Design ldtu_ham_decoder, sky130hd; sources not shown.
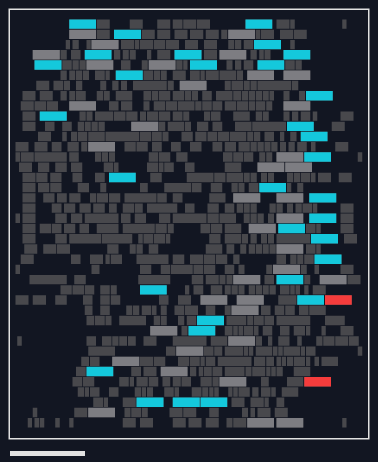
Figure 1: where the registers sit.
Scale bar: 20 um. Other sequential cells in the stronger grey, the rest of the logic in the fainter grey.
- cyan: `data_output` (sequential cells 32; where spread over the die)
- red: `count` (sequential cells 2)
register area: 1420 um^2
P_seq: 1.10 mW
Final Util: 0.618
register fraction of the total cell area: 0.229

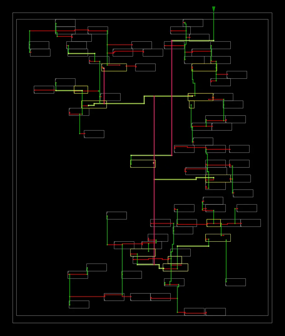
Figure 2: clock wiring as the flow saved it.
clk latency late pin: 0.33 ns
CTS Sinks: 71
Setup Skew: 0.00523 ns
clock buf count: 12
flip-flops: 71

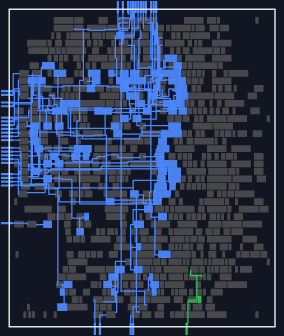
Figure 3: wires at chosen ports, followed through buffers.
- green: `data_valid` (direction output; end cells 1; wire 31.7 um)
- blue: `data_input` (direction input; end cells 98; wire 2,330 um)
Buffers on Ports: 78
I/O pin count: 95

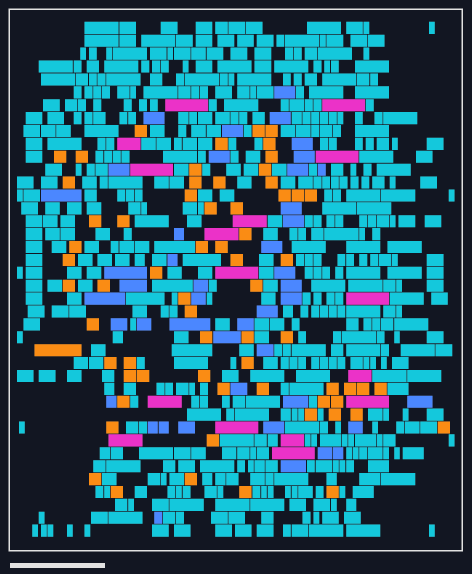
Figure 4: cell sizes after repair.
Scale bar: 20 um.
- orange: drive 3 to 4 (cells 66; most used buf_4)
- cyan: drive 1 or less (cells 543; most used clkdlybuf4s50_1)
- blue: drive 2 (cells 44; most used nor4_2)
- magenta: drive 6 and up (cells 16; most used clkbuf_16)
post-route worst setup slack: 0.165 ns
final non-filler cell area: 6220 um^2

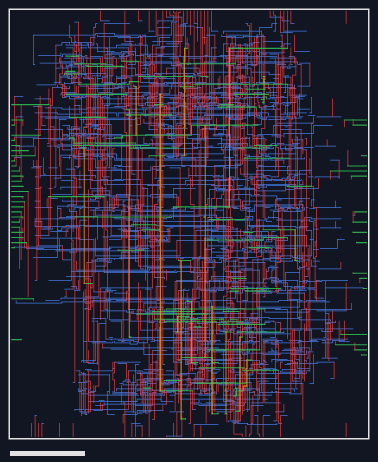
Figure 5: routed metal, one colour a layer.
Scale bar: 20 um.
- green: met3 (wire length 857 um)
- blue: met1 (wire length 5,870 um)
- orange: met4 (wire length 478 um)
- red: met2 (wire length 6,960 um)
DRT Wirelength: 14,200 um
WL/cell: 17.8 um
vias after detailed routing: 4,614
GR Util All Layers: 0.275

==> impl_metrics.csv <==
group,metric,value,unit
logic_synthesis,synth_area_per_cell,8.53,um^2
setup_path,r2r_cells,11,
route,firstDrtPassIters,5,
pwr,p_leak,2.25,nW
finish,final-comb-area,3010,um^2
clock_tree,numCtsBuffers,9,
hold_path,min_path_cells,2,
global_routing,grt-ovfl-total,0,
logic_synthesis,yosys-top-cells-count,"dfxtp_1, o21ai_0, a21oi_1",
logic_synthesis,xor_share,0.164,
setup_path,path_depth,9,
place,gp_congestion,0.963,
route,drtIter0Drc,388,
global_routing,grt_pass1_wl,22700,um
clock_tree,htree_levels,3,
final_timing,slew_headroom,0.464,
hold_path,hp-class,"flip-flop to flip-flop",
clock_tree,cts_root_buffer,"clkbuf_16",
logic_synthesis,ys_seq_share,0.303,
logic_synthesis,edf_count,0,
place,place_inst,782,
clock_tree,cts-hold-fix-buffers,0,
logic_synthesis,synth_cells,551,
finish,final-nonclk-buf-share,0.214,
route,vias_per_cell,5.80,
clock_tree,cts_setup_buffers,0,
route,top_layer,"met4",
finish,drive_gt1_frac,0.188,
place,dpl.hpwl,10300,um
finish,n_all_buffers,146,
logic_synthesis,top_cells_by_area,"dfxtp_1, xnor2_1, o21ai_0",
clock_tree,cts.path.max_buffers,2,
place,dp_slack,-0.146,ns
setup_path,worstSetupPathType,"input port to flip-flop",
logic_synthesis,ys_area,4700,um^2
finish,clkCellAreaFrac,0.0437,
final_timing,whs,0.477,ns
logic_synthesis,synthArstFlopShare,0,
floorplan,die_area,10900,um^2
setup_path,path_delay_family,"XOR/XNOR gates",
logic_synthesis,top_area_frac,0.303,
logic_synthesis,synth-compound-area-share,0.287,
pwr,vdd_ir_drop_max,0.375,mV
setup_path,critPathLaunchType,"input port",
status,status,"finished, final reports clean",
finish,comb_area_frac,0.484,
setup_path,end_kind,"flip-flop",
final_timing,setup_tns,0,ns
setup_path,path_buffers,2,
final_timing,timing.final.hold_violations,0,
final_timing,period_minus_slack,3.43,ns
logic_synthesis,ys_sh_mux,0.00213,
finish,nFillCells,836,
clock_tree,clk_pin_slew_worst_paths,0.05,ns
setup_path,cp_max_fo,10,
logic_synthesis,syn-cell-area,4700,um^2
logic_synthesis,yosys.area_share.adder,0.0186,
setup_path,slowest_delay,0.58,ns
global_routing,grt_pass1_vias,4442,
-- power breakdown --
part	switching, mW	internal [mW]
Sequential	0.115	0.988
Combinational	2.19	1.28
Clock	0.314	0.509
Total	2.62	2.78
-- cell usage in the layout, fill, tap and decap left out, drive strengths merged --
cell / n
o31a: 21
o22ai: 1
a211oi: 32
buf: 70
xor3: 4
or3: 3
a22oi: 4
nor4b: 2
a221oi: 1
a21oi: 63
xnor2: 49
nand2: 17
or4b: 3
o211ai: 6
nor3: 21
nor4: 21
xnor3: 5
ha: 7
nor2: 45
xor2: 11
a2111oi: 2
mux2i: 1
nor2b: 2
o21ai: 85
o21bai: 1
clkbuf: 12
o21a: 6
or2: 1
clkdlybuf4s50: 76
inv: 6
conb: 16
nand2b: 2
and3: 1
dfxtp: 71
clkinv: 1
Power and IR drop assume default switching activity.
